$ cat config.mk
export PLATFORM = sky130hd
export DESIGN_NAME = mem_port_sequencer
export DESIGN_NICKNAME = d
export VERILOG_FILES = /design/src/rtl/mem_seq_pkg.sv /design/src/rtl/mem_seq_align_check.sv /design/src/rtl/mem_port_sequencer.sv
export SDC_FILE = /design/constraint.sdc
export NUM_CORES = 1
export LEC_CHECK = 0
export ABC_AREA = 0
export CAP_MARGIN = 10
export CORE_UTILIZATION = 35
export CTS_CLUSTER_SIZE = 30
export DETAILED_ROUTE_END_ITERATION = 7
export PLACE_DENSITY = 0.8
export SYNTH_ARGS = -nofsm -noshare
export SYNTH_HDL_FRONTEND = slang
export SYNTH_HIERARCHICAL = 1
export SYNTH_SLANG_ARGS = --single-unit
$ cat constraint.sdc
create_clock -name clk -period 7.3 [get_ports clk]
set_clock_uncertainty 0.05 [all_clocks]
set_input_delay 0.73 -clock clk [delete_from_list [all_inputs] [get_ports clk]]
set_output_delay 0.73 -clock clk [all_outputs]
set_load 0.005 [all_outputs]
$ cat src/rtl/mem_seq_pkg.sv
// rtl/mem_seq_pkg.sv - shared types and constants for the memory port sequencer
package mem_seq_pkg;

  typedef enum logic [2:0] {
    S_IDLE,
    S_I_ISSUE,
    S_I_WAIT,
    S_D_RD_ISSUE,
    S_D_RD_WAIT,
    S_D_WR_ISSUE,
    S_ERR
  } seq_state_t;

  localparam logic [2:0] F3_B  = 3'b000;
  localparam logic [2:0] F3_H  = 3'b001;
  localparam logic [2:0] F3_W  = 3'b010;
  localparam logic [2:0] F3_BU = 3'b100;
  localparam logic [2:0] F3_HU = 3'b101;

  localparam logic [2:0] DEFAULT_IDLE_FUNCT3 = F3_W;

  // States in which the captured data-side funct3 is presented to memory
  function automatic logic is_d_state(input seq_state_t s);
    return (s == S_D_RD_ISSUE) || (s == S_D_RD_WAIT) || (s == S_D_WR_ISSUE);
  endfunction

endpackage

$ cat src/rtl/mem_seq_align_check.sv
// rtl/mem_seq_align_check.sv - combinational misalignment detector for fetch and load/store requests
module mem_seq_align_check
  import mem_seq_pkg::*;
(
  input  logic [2:0] funct3,
  input  logic [1:0] addr,
  input  logic       is_fetch,
  output logic       misaligned
);

  always_comb begin
    misaligned = 1'b0;
    if (is_fetch) begin
      misaligned = (addr != 2'b00);
    end else begin
      case (funct3)
        F3_W:        misaligned = (addr != 2'b00);
        F3_H, F3_HU: misaligned = addr[0];
        default:     misaligned = 1'b0;
      endcase
    end
  end

endmodule

$ cat src/rtl/mem_port_sequencer.sv
// rtl/mem_port_sequencer.sv - arbitrates fetch and load/store requests onto the shared memory block
// Optional misalignment trapping is enabled by defining MEM_SEQ_ALIGN_CHECK_EN.
module mem_port_sequencer
  import mem_seq_pkg::*;
#(
  parameter bit         DATA_PRIORITY = 1'b1,
  parameter logic [2:0] IDLE_FUNCT3   = DEFAULT_IDLE_FUNCT3
) (
  input  logic        clk,
  input  logic        reset,
  input  logic        i_req_valid,
  output logic        i_req_ready,
  input  logic [31:0] i_req_addr,
  output logic        i_rsp_valid,
  output logic [31:0] i_rsp_data,
  output logic        i_rsp_err,
  input  logic        d_req_valid,
  output logic        d_req_ready,
  input  logic        d_req_we,
  input  logic [2:0]  d_req_funct3,
  input  logic [31:0] d_req_addr,
  input  logic [31:0] d_req_wdata,
  output logic        d_rsp_valid,
  output logic [31:0] d_rsp_data,
  output logic        d_rsp_err,
  output logic [31:0] imem_address,
  input  logic [31:0] imem_data_out,
  output logic [31:0] dmem_address,
  output logic [31:0] dmem_data_in,
  input  logic [31:0] dmem_data_out,
  output logic        dmem_wren,
  output logic [2:0]  funct3
);

  seq_state_t  state;
  logic [31:0] i_addr_q;
  logic [31:0] d_addr_q;
  logic [31:0] d_wdata_q;
  logic [2:0]  d_funct3_q;
  logic        idle;
  logic        i_acc;
  logic        d_acc;

  assign idle = (state == S_IDLE);

  // The losing requester only sees ready drop when the winner is actually asking
  assign i_req_ready = idle && !(DATA_PRIORITY && d_req_valid);
  assign d_req_ready = idle && !(!DATA_PRIORITY && i_req_valid);
  assign i_acc       = i_req_valid && i_req_ready;
  assign d_acc       = d_req_valid && d_req_ready;

  assign imem_address = i_addr_q;
  assign dmem_address = d_addr_q;
  assign dmem_data_in = d_wdata_q;
  assign dmem_wren    = (state == S_D_WR_ISSUE);
  assign funct3       = is_d_state(state) ? d_funct3_q : IDLE_FUNCT3;

`ifdef MEM_SEQ_ALIGN_CHECK_EN
  logic i_mis;
  logic d_mis;
  logic err_is_fetch;

  mem_seq_align_check u_i_align (
    .funct3     (F3_W),
    .addr       (i_req_addr[1:0]),
    .is_fetch   (1'b1),
    .misaligned (i_mis)
  );

  mem_seq_align_check u_d_align (
    .funct3     (d_req_funct3),
    .addr       (d_req_addr[1:0]),
    .is_fetch   (1'b0),
    .misaligned (d_mis)
  );
`else
  assign i_rsp_err = 1'b0;
  assign d_rsp_err = 1'b0;
`endif

  always_ff @(posedge clk or posedge reset) begin
    if (reset) begin
      state       <= S_IDLE;
      i_addr_q    <= 32'h0;
      d_addr_q    <= 32'h0;
      d_wdata_q   <= 32'h0;
      d_funct3_q  <= IDLE_FUNCT3;
      i_rsp_valid <= 1'b0;
      i_rsp_data  <= 32'h0;
      d_rsp_valid <= 1'b0;
      d_rsp_data  <= 32'h0;
`ifdef MEM_SEQ_ALIGN_CHECK_EN
      i_rsp_err    <= 1'b0;
      d_rsp_err    <= 1'b0;
      err_is_fetch <= 1'b0;
`endif
    end else begin
      i_rsp_valid <= 1'b0;
      d_rsp_valid <= 1'b0;
      case (state)
        S_IDLE: begin
          if (i_acc) begin
`ifdef MEM_SEQ_ALIGN_CHECK_EN
            if (i_mis) begin
              err_is_fetch <= 1'b1;
              state        <= S_ERR;
            end else
`endif
            begin
              i_addr_q <= i_req_addr;
              state    <= S_I_ISSUE;
            end
          end else if (d_acc) begin
`ifdef MEM_SEQ_ALIGN_CHECK_EN
            if (d_mis) begin
              err_is_fetch <= 1'b0;
              state        <= S_ERR;
            end else
`endif
            begin
              d_addr_q   <= d_req_addr;
              d_wdata_q  <= d_req_wdata;
              d_funct3_q <= d_req_funct3;
              state      <= d_req_we ? S_D_WR_ISSUE : S_D_RD_ISSUE;
            end
          end
        end
        S_I_ISSUE:    state <= S_I_WAIT;
        S_I_WAIT: begin
          // Memory sampled the address on the previous edge; its read data is valid now
          i_rsp_valid <= 1'b1;
          i_rsp_data  <= imem_data_out;
`ifdef MEM_SEQ_ALIGN_CHECK_EN
          i_rsp_err   <= 1'b0;
`endif
          state       <= S_IDLE;
        end
        S_D_RD_ISSUE: state <= S_D_RD_WAIT;
        S_D_RD_WAIT: begin
          d_rsp_valid <= 1'b1;
          d_rsp_data  <= dmem_data_out;
`ifdef MEM_SEQ_ALIGN_CHECK_EN
          d_rsp_err   <= 1'b0;
`endif
          state       <= S_IDLE;
        end
        S_D_WR_ISSUE: begin
          d_rsp_valid <= 1'b1;
          d_rsp_data  <= 32'h0;
`ifdef MEM_SEQ_ALIGN_CHECK_EN
          d_rsp_err   <= 1'b0;
`endif
          state       <= S_IDLE;
        end
`ifdef MEM_SEQ_ALIGN_CHECK_EN
        S_ERR: begin
          if (err_is_fetch) begin
            i_rsp_valid <= 1'b1;
            i_rsp_data  <= 32'h0;
            i_rsp_err   <= 1'b1;
          end else begin
            d_rsp_valid <= 1'b1;
            d_rsp_data  <= 32'h0;
            d_rsp_err   <= 1'b1;
          end
          state <= S_IDLE;
        end
`endif
        default: state <= S_IDLE;
      endcase
    end
  end

endmodule

==> images/floorplan.png <==
The bar under the picture is 50 um long. Pins as bars on the die edge.
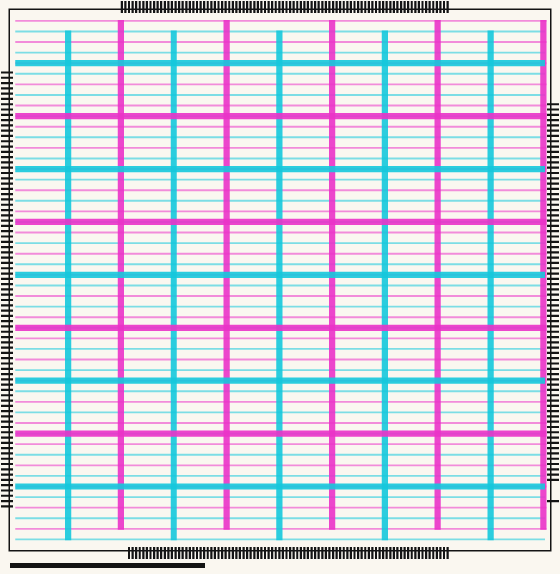
[VDD] magenta
[VSS] cyan
met5 straps: 9
met1 rails: 50
rows: 49
met4 straps: 10

==> images/layers.png <==
The bar under the picture is 50 um long. Two of the layers only.
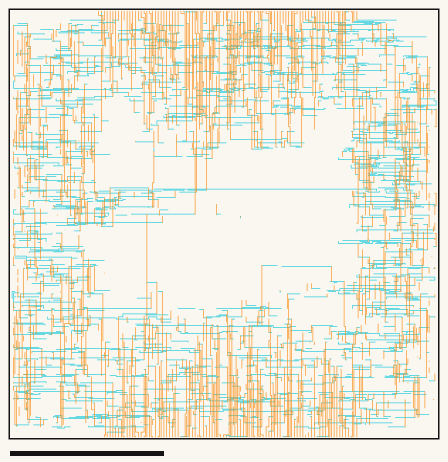
[M1] cyan | wire length: 6590 um
[M2] orange | wire length: 8610 um

==> impl_metrics.env <==
# yosys + openroad results
export IMPL_initCoreUtil=0.361
export IMPL_synth_dominant_cell_count="dfrtp_1"
export IMPL_hold_slack_ps=429
export IMPL_cp_data_required_time_ps=6520
export IMPL_cp_end_kind="output pin"
export IMPL_first_pass_iters=7
export IMPL_ys_sh_aoi=0.0271
export IMPL_crit_fanout=67
export IMPL_yosysWarnings=6
export IMPL_num_antenna_cells=0
export IMPL_ant_nets=0
export IMPL_met2_length_mm=8.61
export IMPL_status="complete, but fails checks"
export IMPL_top_cell_area_share=0.638
export IMPL_switching_share=0.287
export IMPL_place_area_sq_mm=0.0100
export IMPL_design_area_sq_mm=0.0106
export IMPL_critPathLaunch="state[1]"
export IMPL_route_detailed_drc=18
export IMPL_ctsResizeCount=0
export IMPL_hpwl_mm=11.8
export IMPL_cp_num_buf_inv=2
export IMPL_topCellsByArea="dfrtp_1 64%, mux2_2 17%, mux2_4 6.9%"
export IMPL_fillCellCount=1492
export IMPL_largest_cell_class="sequential cells"
export IMPL_r2r_slack_ps=4910
export IMPL_worst_pin_slew_ps=1050
export IMPL_warnings=26
export IMPL_row_count=49
export IMPL_ys_types=26
export IMPL_combPwrFrac=0.440
export IMPL_postCtsSetupBuffers=0
export IMPL_syn_inst=446
export IMPL_antenna_found_initial=0
export IMPL_synth_xor_area_share=0
export IMPL_hold_viol=0
export IMPL_syn_avg_cell_area_sq_um=14.7
export IMPL_p_total_uw=4470
export IMPL_grt_pass1_vias=4861
export IMPL_ys_seq_share=0.642
export IMPL_rsz0062_at_grt="no"
export IMPL_worstReg2RegEnd="dmem_address[15]"
export IMPL_cts_tree="yes"
export IMPL_buffers=341
export IMPL_r2r_start="state[0]"
export IMPL_top_logic_kind="multiplexers"
export IMPL_violations="design-rule violations"
export IMPL_p_clk_frac=0.191
export IMPL_numCtsBuffers=17
export IMPL_timing_max_cap_violations=0
export IMPL_inverters=4
export IMPL_max_stage_delay_ps=500
export IMPL_setup_tns_final_ps=0
export IMPL_cts_sinks=168
export IMPL_critPathSlowestCell="dfrtp_1"
export IMPL_p_int_uw=3180
